`src/rtl/llsc_reservation_monitor_if.sv`:
```
// rtl/llsc_reservation_monitor_if.sv - MEM-stage / snoop / data_ram bundle for the LL/SC reservation monitor
interface llsc_reservation_monitor_if;
    logic        req_ce_i;
    logic        req_we_i;
    logic        req_ll_i;
    logic        req_sc_i;
    logic [31:0] req_addr_i;
    logic [3:0]  req_sel_i;
    logic [31:0] req_data_i;
    logic        snp_we_i;
    logic [31:0] snp_addr_i;
    logic        flush_i;
    logic        ram_ce_o;
    logic        ram_we_o;
    logic [31:0] ram_addr_o;
    logic [3:0]  ram_sel_o;
    logic [31:0] ram_data_o;
    logic        sc_result_o;
    logic        llbit_o;
    logic [29:0] link_addr_o;

    modport master (
        output req_ce_i, req_we_i, req_ll_i, req_sc_i, req_addr_i, req_sel_i, req_data_i,
        output snp_we_i, snp_addr_i, flush_i,
        input  ram_ce_o, ram_we_o, ram_addr_o, ram_sel_o, ram_data_o,
        input  sc_result_o, llbit_o, link_addr_o
    );

    modport slave (
        input  req_ce_i, req_we_i, req_ll_i, req_sc_i, req_addr_i, req_sel_i, req_data_i,
        input  snp_we_i, snp_addr_i, flush_i,
        output ram_ce_o, ram_we_o, ram_addr_o, ram_sel_o, ram_data_o,
        output sc_result_o, llbit_o, link_addr_o
    );
endinterface

```
`src/rtl/llsc_reservation_monitor.sv`:
```
// rtl/llsc_reservation_monitor.sv - word-granular LL/SC reservation monitor; optional timeout via LLSC_TIMEOUT_EN
module llsc_reservation_monitor #(
    parameter int TIMEOUT_CYCLES = 1024,
    parameter int CNT_W          = 11
) (
    input  logic                         clk,
    input  logic                         rst,
    llsc_reservation_monitor_if.slave    bus
);

    typedef enum logic {
        IDLE   = 1'b0,
        LINKED = 1'b1
    } state_t;

    // Parameter sanity: lifetime must be at least 2 and the last count must fit the counter.
    if (TIMEOUT_CYCLES < 2 || TIMEOUT_CYCLES > (1 << CNT_W)) begin : g_bad_param
        $error("llsc_reservation_monitor: TIMEOUT_CYCLES out of range for CNT_W");
    end

    state_t      state_q, state_d;
    logic [29:0] link_addr_q, link_addr_d;

    logic [29:0] req_word;
    logic [29:0] snp_word;
    logic        linked;
    logic        is_ll;
    logic        is_sc;
    logic        store_hit;
    logic        snoop_conflict;
    logic        sc_pass;
    logic        timeout_hit;
    logic        unused_snp_lsb;

    assign req_word       = bus.req_addr_i[31:2];
    assign snp_word       = bus.snp_addr_i[31:2];
    assign unused_snp_lsb = ^bus.snp_addr_i[1:0];
    assign linked         = (state_q == LINKED);
    assign is_ll          = bus.req_ce_i & bus.req_ll_i;
    assign is_sc          = bus.req_ce_i & bus.req_sc_i;
    assign store_hit      = bus.req_ce_i & bus.req_we_i & ~bus.req_sc_i & linked & (req_word == link_addr_q);

    // A snoop kills the existing link, and also an LL to the same word issued in the same cycle.
    assign snoop_conflict = bus.snp_we_i & ((linked & (snp_word == link_addr_q)) | (is_ll & (snp_word == req_word)));

`ifdef LLSC_TIMEOUT_EN
    localparam logic [CNT_W-1:0] CNT_LAST = CNT_W'(TIMEOUT_CYCLES - 1);
    logic [CNT_W-1:0] cnt_q, cnt_d;
    assign timeout_hit = linked & (cnt_q == CNT_LAST);
`else
    assign timeout_hit = 1'b0;
`endif

    // SC decision is same-cycle; a same-word snoop racing the SC makes it fail.
    assign sc_pass = is_sc & linked & (req_word == link_addr_q) & ~bus.flush_i
                     & ~(bus.snp_we_i & (snp_word == link_addr_q));

    // data_ram side: pass-through when the access is valid, failing SC loses its write enable.
    always_comb begin
        bus.ram_ce_o    = bus.req_ce_i;
        bus.ram_we_o    = bus.req_ce_i & bus.req_we_i & (~bus.req_sc_i | sc_pass);
        bus.ram_addr_o  = bus.req_ce_i ? bus.req_addr_i : 32'h0;
        bus.ram_sel_o   = bus.req_ce_i ? bus.req_sel_i  : 4'h0;
        bus.ram_data_o  = bus.req_ce_i ? bus.req_data_i : 32'h0;
        bus.sc_result_o = sc_pass;
        bus.llbit_o     = linked;
        bus.link_addr_o = link_addr_q;
    end

    // Next-state: flush > snoop conflict > SC > conflicting store > LL > timeout.
    always_comb begin
        state_d     = state_q;
        link_addr_d = link_addr_q;
`ifdef LLSC_TIMEOUT_EN
        cnt_d = cnt_q;
        if (linked && (cnt_q != {CNT_W{1'b1}})) begin
            cnt_d = cnt_q + 1'b1;
        end
`endif
        if (bus.flush_i) begin
            state_d = IDLE;
        end else if (snoop_conflict) begin
            state_d = IDLE;
        end else if (is_sc) begin
            state_d = IDLE;
        end else if (store_hit) begin
            state_d = IDLE;
        end else if (is_ll) begin
            state_d     = LINKED;
            link_addr_d = req_word;
`ifdef LLSC_TIMEOUT_EN
            cnt_d = '0;
`endif
        end else if (timeout_hit) begin
            state_d = IDLE;
        end
    end

    // Reservation registers.
    always_ff @(posedge clk or posedge rst) begin
        if (rst) begin
            state_q     <= IDLE;
            link_addr_q <= 30'h0;
        end else begin
            state_q     <= state_d;
            link_addr_q <= link_addr_d;
        end
    end

`ifdef LLSC_TIMEOUT_EN
    // Reservation age counter.
    always_ff @(posedge clk or posedge rst) begin
        if (rst) begin
            cnt_q <= '0;
        end else begin
            cnt_q <= cnt_d;
        end
    end
`endif

endmodule

```
`src/flat_wrapper.sv`:
```
// flat-port wrapper written by rule: the top's interface ports become plain ports
module llsc_reservation_monitor_flat 
#(
    parameter int TIMEOUT_CYCLES = 1024,
    parameter int CNT_W          = 11
)
  (clk, rst, bus_req_ce_i, bus_req_we_i, bus_req_ll_i, bus_req_sc_i, bus_req_addr_i, bus_req_sel_i, bus_req_data_i, bus_snp_we_i, bus_snp_addr_i, bus_flush_i, bus_ram_ce_o, bus_ram_we_o, bus_ram_addr_o, bus_ram_sel_o, bus_ram_data_o, bus_sc_result_o, bus_llbit_o, bus_link_addr_o);
  llsc_reservation_monitor_if bus_i ();
  input  logic clk;
  input  logic rst;
  input wire logic [$bits(bus_i.req_ce_i)-1:0] bus_req_ce_i;
  input wire logic [$bits(bus_i.req_we_i)-1:0] bus_req_we_i;
  input wire logic [$bits(bus_i.req_ll_i)-1:0] bus_req_ll_i;
  input wire logic [$bits(bus_i.req_sc_i)-1:0] bus_req_sc_i;
  input wire logic [$bits(bus_i.req_addr_i)-1:0] bus_req_addr_i;
  input wire logic [$bits(bus_i.req_sel_i)-1:0] bus_req_sel_i;
  input wire logic [$bits(bus_i.req_data_i)-1:0] bus_req_data_i;
  input wire logic [$bits(bus_i.snp_we_i)-1:0] bus_snp_we_i;
  input wire logic [$bits(bus_i.snp_addr_i)-1:0] bus_snp_addr_i;
  input wire logic [$bits(bus_i.flush_i)-1:0] bus_flush_i;
  output wire logic [$bits(bus_i.ram_ce_o)-1:0] bus_ram_ce_o;
  output wire logic [$bits(bus_i.ram_we_o)-1:0] bus_ram_we_o;
  output wire logic [$bits(bus_i.ram_addr_o)-1:0] bus_ram_addr_o;
  output wire logic [$bits(bus_i.ram_sel_o)-1:0] bus_ram_sel_o;
  output wire logic [$bits(bus_i.ram_data_o)-1:0] bus_ram_data_o;
  output wire logic [$bits(bus_i.sc_result_o)-1:0] bus_sc_result_o;
  output wire logic [$bits(bus_i.llbit_o)-1:0] bus_llbit_o;
  output wire logic [$bits(bus_i.link_addr_o)-1:0] bus_link_addr_o;
  assign bus_i.req_ce_i = bus_req_ce_i;
  assign bus_i.req_we_i = bus_req_we_i;
  assign bus_i.req_ll_i = bus_req_ll_i;
  assign bus_i.req_sc_i = bus_req_sc_i;
  assign bus_i.req_addr_i = bus_req_addr_i;
  assign bus_i.req_sel_i = bus_req_sel_i;
  assign bus_i.req_data_i = bus_req_data_i;
  assign bus_i.snp_we_i = bus_snp_we_i;
  assign bus_i.snp_addr_i = bus_snp_addr_i;
  assign bus_i.flush_i = bus_flush_i;
  assign bus_ram_ce_o = bus_i.ram_ce_o;
  assign bus_ram_we_o = bus_i.ram_we_o;
  assign bus_ram_addr_o = bus_i.ram_addr_o;
  assign bus_ram_sel_o = bus_i.ram_sel_o;
  assign bus_ram_data_o = bus_i.ram_data_o;
  assign bus_sc_result_o = bus_i.sc_result_o;
  assign bus_llbit_o = bus_i.llbit_o;
  assign bus_link_addr_o = bus_i.link_addr_o;
  llsc_reservation_monitor #(.TIMEOUT_CYCLES(TIMEOUT_CYCLES), .CNT_W(CNT_W)) u_core (.clk(clk), .rst(rst), .bus(bus_i));
endmodule
```
`config.mk`:
```
export PLATFORM = sky130hd
export DESIGN_NAME = llsc_reservation_monitor_flat
export DESIGN_NICKNAME = d
export VERILOG_FILES = /design/src/rtl/llsc_reservation_monitor_if.sv /design/src/rtl/llsc_reservation_monitor.sv /design/src/flat_wrapper.sv
export SDC_FILE = /design/constraint.sdc
export NUM_CORES = 1
export LEC_CHECK = 0
export CORE_MARGIN = 3
export CORE_UTILIZATION = 37
export DETAILED_ROUTE_END_ITERATION = 16
export PLACE_DENSITY = 0.87
export SYNTH_ARGS = -nofsm -noshare
export SYNTH_HDL_FRONTEND = slang
export SYNTH_SLANG_ARGS = --single-unit
```
`constraint.sdc`:
```
create_clock -name clk -period 6.1 [get_ports clk]
set_clock_uncertainty 0.1 [all_clocks]
set_input_delay 0.915 -clock clk [delete_from_list [all_inputs] [get_ports clk]]
set_output_delay 0.915 -clock clk [all_outputs]
set_load 0.02 [all_outputs]
```
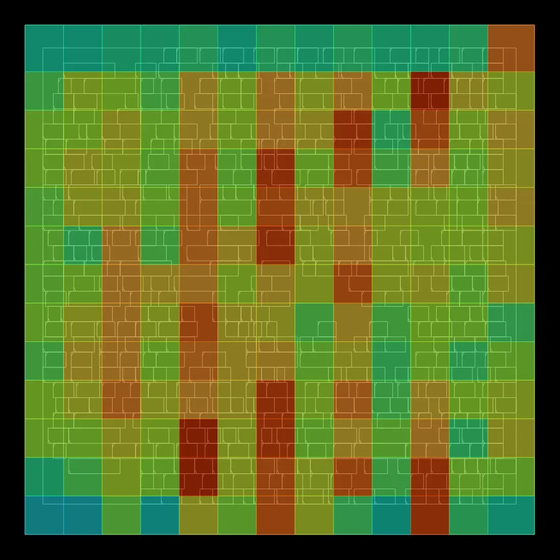
*Routing congestion, run 1*
met2 Usage GRT: 44.4%
grt met1 use: 25.6%
final core occ: 71.0%
gr usage total: 23.2%

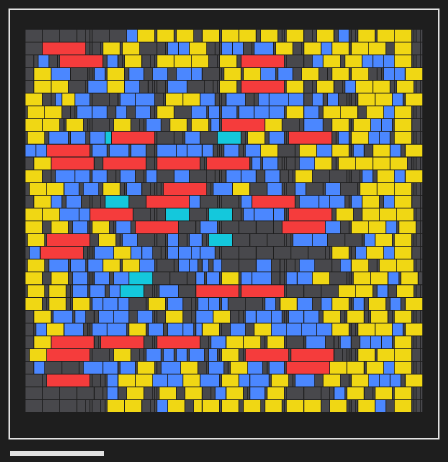
*Cell classes on the final placement, run 1*
Bar = 20 um. Fill, decap, tap and diode cells in grey.
colour	class	cells
cyan	clock drivers and dummy loads	8
blue	all other logic	234
yellow	other buffers and delay cells	208
red	flip-flops	31
fin area: 4900 um2
Seq/total area: 15.8%
CORE AREA: 6910 um2

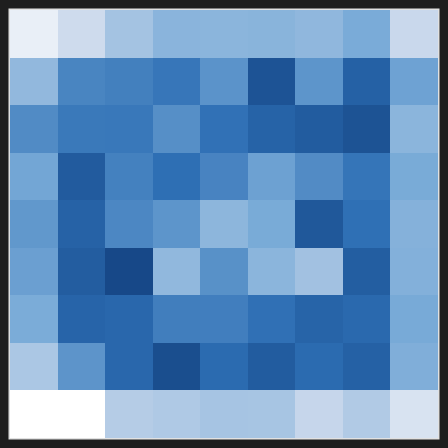
*Cell area per tile, run 1*
9 x 9 tiles, from white (low) to dark blue (high), 0 to 100% covered.
mean over tiles	58%
densest ninth of the die	middle left
fullest tile	90%
nearly empty tiles	2.5%
tiles over 75% full	26%
Core Density at Floorplan: 38.8%

## run 1: power by group through the flow
stage	Sequential, mW	Combinational, mW	Clock (mW)
floorplan	0.358	0.210	0
global placement	0.307	0.522	0
detailed placement	0.311	0.529	0
CTS	0.307	0.531	0.184
global route	0.315	0.558	0.196
finish	0.307	0.524	0.181
## run 1: stage by stage
step	worst slack (ps)	util, %	std cells	power (mW)
global placement	1570	69.6	569	0.829
finish	1430	71.0	577	1.01
CTS	1440	71.0	577	1.02
detailed placement	1450	69.6	569	0.839
floorplan	2970	-	277	0.568
global route	1330	71.0	577	1.07
## run 1: cells in the final DEF, fill, tap and decap left out, types with 2 or more instances in the layout
| master | Yosys | routed |
|---|---|---|
| a21oi_1 | 2 | 2 |
| and2_1 | 68 | 68 |
| clkbuf_8 | 0 | 7 |
| clkdlybuf4s50_1 | 0 | 206 |
| dfrtp_1 | 31 | 31 |
| inv_1 | 2 | 2 |
| mux2_1 | 3 | 3 |
| mux2_2 | 27 | 27 |
| nand2_1 | 2 | 2 |
| nand3_1 | 5 | 5 |
| nand4_1 | 20 | 20 |
| nor4_1 | 8 | 8 |
| xnor2_1 | 80 | 80 |
| xor2_1 | 10 | 10 |
## run 1: cells by family after synthesis
kind of cell	Yosys count	share of synthesized area, %
and+or+nand+nor	106	24.5
buffers and inverters	14	2.99
xor gates and xnor gates	90	29.4
AOI/OAI and AO/OA	6	1.63
muxes	30	12.6
DFF	31	28.9
## run 1: per-layer routing
layer	part of all wire [%]	vias up
met2	55	129
met5	0	-
met1	36	1249
li1	-	1343
met4	1.1	0
met3	7.8	10
## run 1: flip-flops by register name, summed over array words and instances (netlist names)
signal / count
u_core.bus.link_addr_o: 30
u_core.bus.llbit_o: 1
## run 1: cell type report
type / count / share of cell area [%]
clock buffer: 8 / 2.04
inverter: 2 / 0.153
multi-input combinational: 232 / 37.2
sequential: 31 / 15.8
tap: 96 / 2.45
timing repair buffer: 208 / 42.3
## run 1: worst max path at each step
stage	startpoint	endpoint	slack (ps)
after detailed placement	bus_req_addr_i[12]	bus_sc_result_o	1450
after global routing	bus_req_addr_i[12]	bus_sc_result_o	1330
after global placement	bus_req_addr_i[12]	bus_sc_result_o	1570
after floorplan	bus_req_addr_i[2]	bus_sc_result_o	2970
final	bus_req_addr_i[12]	bus_sc_result_o	1430
after CTS	bus_req_addr_i[12]	bus_sc_result_o	1440
## run 1: Yosys cell counts, drive strengths merged
| cell | count |
|---|---|
| a211oi | 1 |
| a21oi | 2 |
| a41oi | 1 |
| and2 | 68 |
| and3 | 1 |
| buf | 5 |
| clkbuf | 7 |
| dfrtp | 31 |
| inv | 2 |
| mux2 | 30 |
| nand2 | 2 |
| nand3 | 6 |
| nand4 | 20 |
| nor3b | 1 |
| nor4 | 8 |
| o211ai | 1 |
| o21ba | 1 |
| xnor2 | 80 |
| xor2 | 10 |
## run 1: worst max-delay path, delay by kind of cell
kind,cells,cell delay (ps)
xor+xnor,1,160
buf+inv,2,1160
compound gates,1,320
simple gates,4,1090
==> impl_metrics.csv, run 1 <==
group,metric,value,unit
yosys,ys_cells,277,
setup_path,reg2reg_from,"u_core.bus.link_addr_o[10]",
yosys,synthCells,277,
outcome,status,"finished clean",
global_route,grt_pass1_vias,2870,
yosys,syn_area_per_cell,9.68,um2
clock_tree,cts_buffers,5,
floorplan,die-area,8310,um2
place,dp_hpwl,8220,um
setup_path,slowest_stage,"clkdlybuf4s50_1",
clock_tree,htree_levels,2,
setup_path,r2r-end,"u_core.bus.link_addr_o[17]",
final_timing,fin_crit_sh,76.6,%
final_timing,setup_viol,0,
yosys,floorplan.nets,385,
final_layout,flop_area,776,um2
setup_path,cp-end-kind,"primary output",
hold_path,worstHoldStart,"u_core.bus.link_addr_o[2]",
routing,wl_per_cell,17.1,um
yosys,synthDistinctLibCells,23,
global_route,antenna_found_initial,0,
hold_path,whs_endpoint,"u_core.bus.link_addr_o[2]",
setup_path,path_max_fanout,4,
==> run 1 -> run 2 <==
- CORE_UTILIZATION: 37 -> 31
- PLACE_DENSITY: 0.87 -> 0.78
- clock period: 6.1 -> 4.1 ns (I/O delays scaled with it)
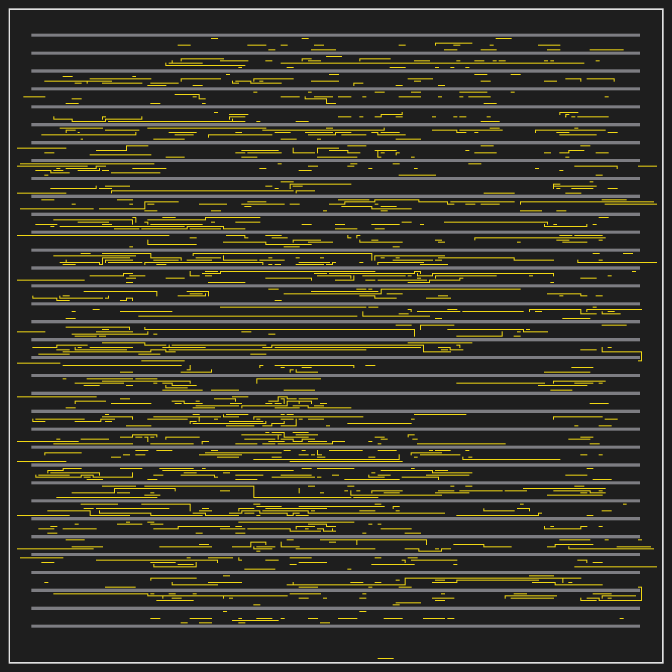
*Signal wires on met1, run 2*
Supply wires on this layer in grey.
main direction	horizontal
longest straight run	46.0 um
wire length on this layer	3730 um
share of all routed wire	37%
grt met1 use: 22.6%
DR vias: 2754
final wirelength: 10000 um

==> run 2 against run 1 <==
Effect of this change:
- area after synthesis unchanged
- largest power group unchanged
- non-clock buffer count increased by 7
- wire length increased by 2.1%
- critical path depth did not move
- register-to-register slack lost 1700 ps
- synthesized cell count unchanged
- die size rose by 18%
- critical endpoint unchanged
==> impl_metrics.csv, run 2 <==
group,metric,value,unit
yosys,top_cell,"xnor2_1",
outcome,status,"finished clean",
place,dp_hpwl,8350,um
final_layout,final_util,60.0,%
global_route,grt_usage,19.8,%
pwr,power,1.52,mW
yosys,synth-edff-count,0,
yosys,ys_cells,277,
final_timing,fin_crit_sh,93.8,%
place,post-place-ws,255,ps
place,post-place-cells,585,
final_timing,setup_viol,0,
yosys,syn_area_per_cell,9.68,um2
clock_tree,cts_buffers,5,
yosys,synthDistinctLibCells,23,
floorplan,initCoreUtil,32.3,%
final_layout,lay_top_count,"clkdlybuf4s50_1",
yosys,ys_async_sr_fraction,100,%
clock_tree,post_cts_resized,0,
final_layout,lay_top_cells,"206 x clkdlybuf4s50_1, 80 x xnor2_1, 68 x and2_1",
yosys,top_cells_by_count,"80 x xnor2_1, 68 x and2_1, 31 x dfrtp_1",
clock_tree,htree_levels,2,
floorplan,die-area,9810,um2
final_layout,flop_area,776,um2
setup_path,path_max_fanout,4,
global_route,grt_pass1_vias,2920,
yosys,synthCells,277,
## run 2: cell counts after synthesis
Identical to the previous run, type by type.
## run 2: power by group through the flow
| stage | logic (mW) | registers, mW | clock network [mW] |
|---|---|---|---|
| floorplan | 0.313 | 0.532 | 0 |
| global placement | 0.788 | 0.458 | 0 |
| detailed placement | 0.794 | 0.464 | 0 |
| CTS | 0.798 | 0.459 | 0.283 |
| global route | 0.835 | 0.470 | 0.295 |
| finish | 0.784 | 0.458 | 0.275 |
## run 2: kinds of logic after synthesis
kind of cell / share of synthesized area (%)
flip-flops: 28.9
multiplexers: 12.6
AND-OR/OR-AND: 1.63
AND/OR/NAND/NOR: 24.5
XOR/XNOR: 29.4
buffers and inverters: 2.99
## run 2: cell type report
class                           instances  area share, %
Timing Repair Buffer                  215           43.0
Inverter                                2          0.151
Sequential cell                        31           15.6
Clock buffer                            8           2.01
Multi-Input combinational cell        232           36.7
Tap cell                              105           2.64
## run 2: critical path, cell delays in order
cell             delay (ps)
clkdlybuf4s50_1         550
xnor2_1                 170
nand4_1                 150
nor4_1                  390
nand2_1                 130
a211oi_1                310
and3_1                  210
clkdlybuf4s50_1         610
## run 2: path summary, 6_finish.rpt
check / cells after the start / end / slack [ps] / startpoint
max: 8 / bus_sc_result_o / 260 / bus_req_addr_i[14]
min: 1 / u_core.bus.link_addr_o[2] / 490 / u_core.bus.link_addr_o[2]
max reg2reg: 7 / u_core.bus.link_addr_o[15] / 1580 / u_core.bus.link_addr_o[1]
min reg2reg: 1 / u_core.bus.link_addr_o[2] / 490 / u_core.bus.link_addr_o[2]
max in group asynchronous: 3 / u_core.bus.link_addr_o[17] / 2950 / rst
min in group asynchronous: 3 / u_core.bus.link_addr_o[23] / 630 / rst
## run 2: layer usage
| metal | share of wire, % | global-route usage [%] |
|---|---|---|
| met4 | 1.3 | 4.62 |
| met5 | 0 | 0 |
| met2 | 53 | 36.7 |
| met3 | 9.0 | 5.24 |
| met1 | 37 | 22.6 |
==> run 2 -> run 3 <==
- CORE_AREA: not set -> 2 2 81 83
- CORE_MARGIN: 3 -> not set
- CORE_UTILIZATION: 31 -> not set
- DIE_AREA: not set -> 0 0 83 85
- DONT_BUFFER_PORTS: not set -> 1
- PLACE_DENSITY: 0.78 -> not set
- PLACE_DENSITY_LB_ADDON: not set -> 0.1
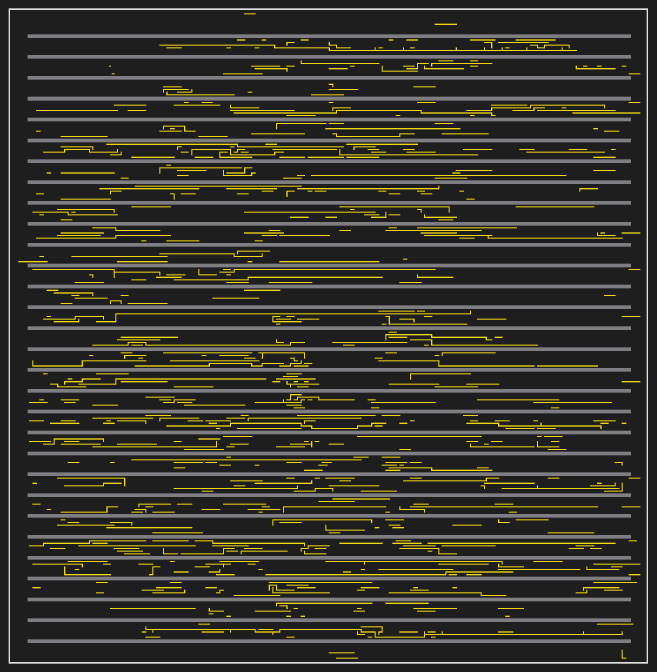
*Signal wires on met1, run 3*
Supply wires on this layer in grey.
main direction	horizontal
longest straight run	46.2 um
share of all routed wire	36%

==> run 3 against run 2 <==
Effect of this change:
- design area decreased by 44%
- synthesized cell count stayed put
- area after synthesis did not move
- worst hold slack got worse by 360 ps
- fmax increased by 21%
- die size shrank 28%
- flip-flop count is the same
- count of clock-buffer cells in the layout stayed put
==> impl_metrics.csv, run 3 <==
group,metric,value,unit
place,dp_hpwl,6350,um
setup_path,cp-end-kind,"primary output",
final_layout,stdcell_count,351,
clock_tree,post_cts_resized,0,
final_layout,largest_reg_flops,30,
routing,wl_per_cell,21.9,um
floorplan,fp.coreArea,6200,um2
yosys,ys_async_sr_fraction,100,%
place,post-place-ws,1120,ps
routing,vias,1955,
yosys,top_cells_by_count,"80 x xnor2_1, 68 x and2_1, 31 x dfrtp_1",
final_layout,lay_top_cells,"80 x xnor2_1, 68 x and2_1, 31 x dfrtp_1",
global_route,grt_usage,21.2,%
outcome,status,"finished clean",
yosys,synthDistinctLibCells,23,
yosys,ys_cells,277,
floorplan,initCoreUtil,43.2,%
clock_tree,htree_levels,2,
yosys,synth-edff-count,0,
setup_path,path_max_fanout,4,
setup_path,cp-startpoint,"u_core.bus.link_addr_o[10]",
clock_tree,cts_buffers,5,
yosys,top_cell,"xnor2_1",
yosys,ff_type,"dfrtp_1",
global_route,grt_pass1_vias,2029,
-- run 3: netlist changes by cell type in the layout (fill, tap and decap cells not counted), sizes merged --
cell,previous run,this run
clkdlybuf4s50,206,0
buf,9,1
-- run 3: critical path, stage by stage (launching register included) --
cell and delay (ps):
dfrtp_1 490, xnor2_1 240, nand4_1 180, nor4_1 490, nand2_1 140, a211oi_1 290
and3_1 350
-- run 3: per-stage QoR --
step / area [um2] / hold WS (ps) / util (%) / total power [mW]
floorplan: 2680 / 586 / - / 0.845
global placement: 2710 / 452 / 43.7 / 0.917
detailed placement: 2710 / 455 / 43.7 / 0.921
CTS: 2810 / 146 / 45.4 / 1.20
global route: 2810 / 176 / 45.4 / 1.24
finish: 2810 / 138 / 45.4 / 1.18
-- run 3: power by group through the flow --
| stage | clock network [mW] | registers (mW) | logic, mW |
|---|---|---|---|
| after floorplan | 0 | 0.532 | 0.313 |
| after global placement | 0 | 0.558 | 0.359 |
| after detailed placement | 0 | 0.560 | 0.361 |
| after CTS | 0.282 | 0.554 | 0.363 |
| after global routing | 0.290 | 0.566 | 0.387 |
| final | 0.271 | 0.551 | 0.356 |
-- run 3: layout make-up --
cell class / instances / share of cell area (%)
clock buffer: 8 / 3.56
inverter: 2 / 0.267
multi-input combinational: 232 / 64.9
sequential: 31 / 27.6
tap: 77 / 3.42
timing repair buffer: 1 / 0.267
-- run 3: kinds of logic (layout without fill, tap and decap cells) --
family                 count (synthesis)  in the layout  synth area share, %
buffers and inverters                 14             11                 2.99
XOR/XNOR                              90             90                 29.4
flip-flops                            31             31                 28.9
multiplexers                          30             30                 12.6
AND-OR/OR-AND                          6              6                 1.63
AND/OR/NAND/NOR                      106            106                 24.5
-- run 3: final timing paths --
path,to,slack [ps],cells after the start
max in group asynchronous,u_core.bus.link_addr_o[18],3080,2
min reg2reg,u_core.bus.link_addr_o[25],640,1
min,u_core.bus.link_addr_o[23],140,1
min in group clk,u_core.bus.link_addr_o[26],350,1
max reg2reg,u_core.bus.link_addr_o[1],1230,6
max,bus_sc_result_o,930,6
-- run 3: per-layer routing --
metal  GRT usage [%]  wire, um
met1            23.0      2790
met2            38.3      4080
met3            7.68       715
met4            7.00       104
met5               0         0

==> notes/layouts.md <==
Pictures saved along the way, in no particular order.

I/O nets highlighted.
panel A
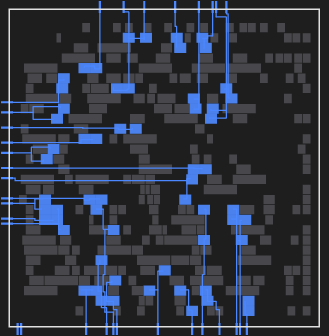
panel B
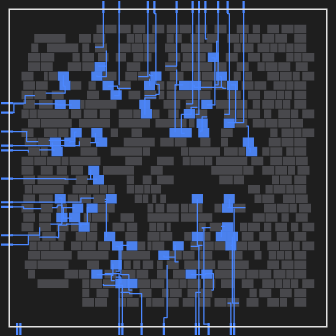
Of these, most cells: panel B
Run 1 is panel B.
Run 3 is panel A.

Power figures rest on the tool's default switching activity, not on a simulated workload.
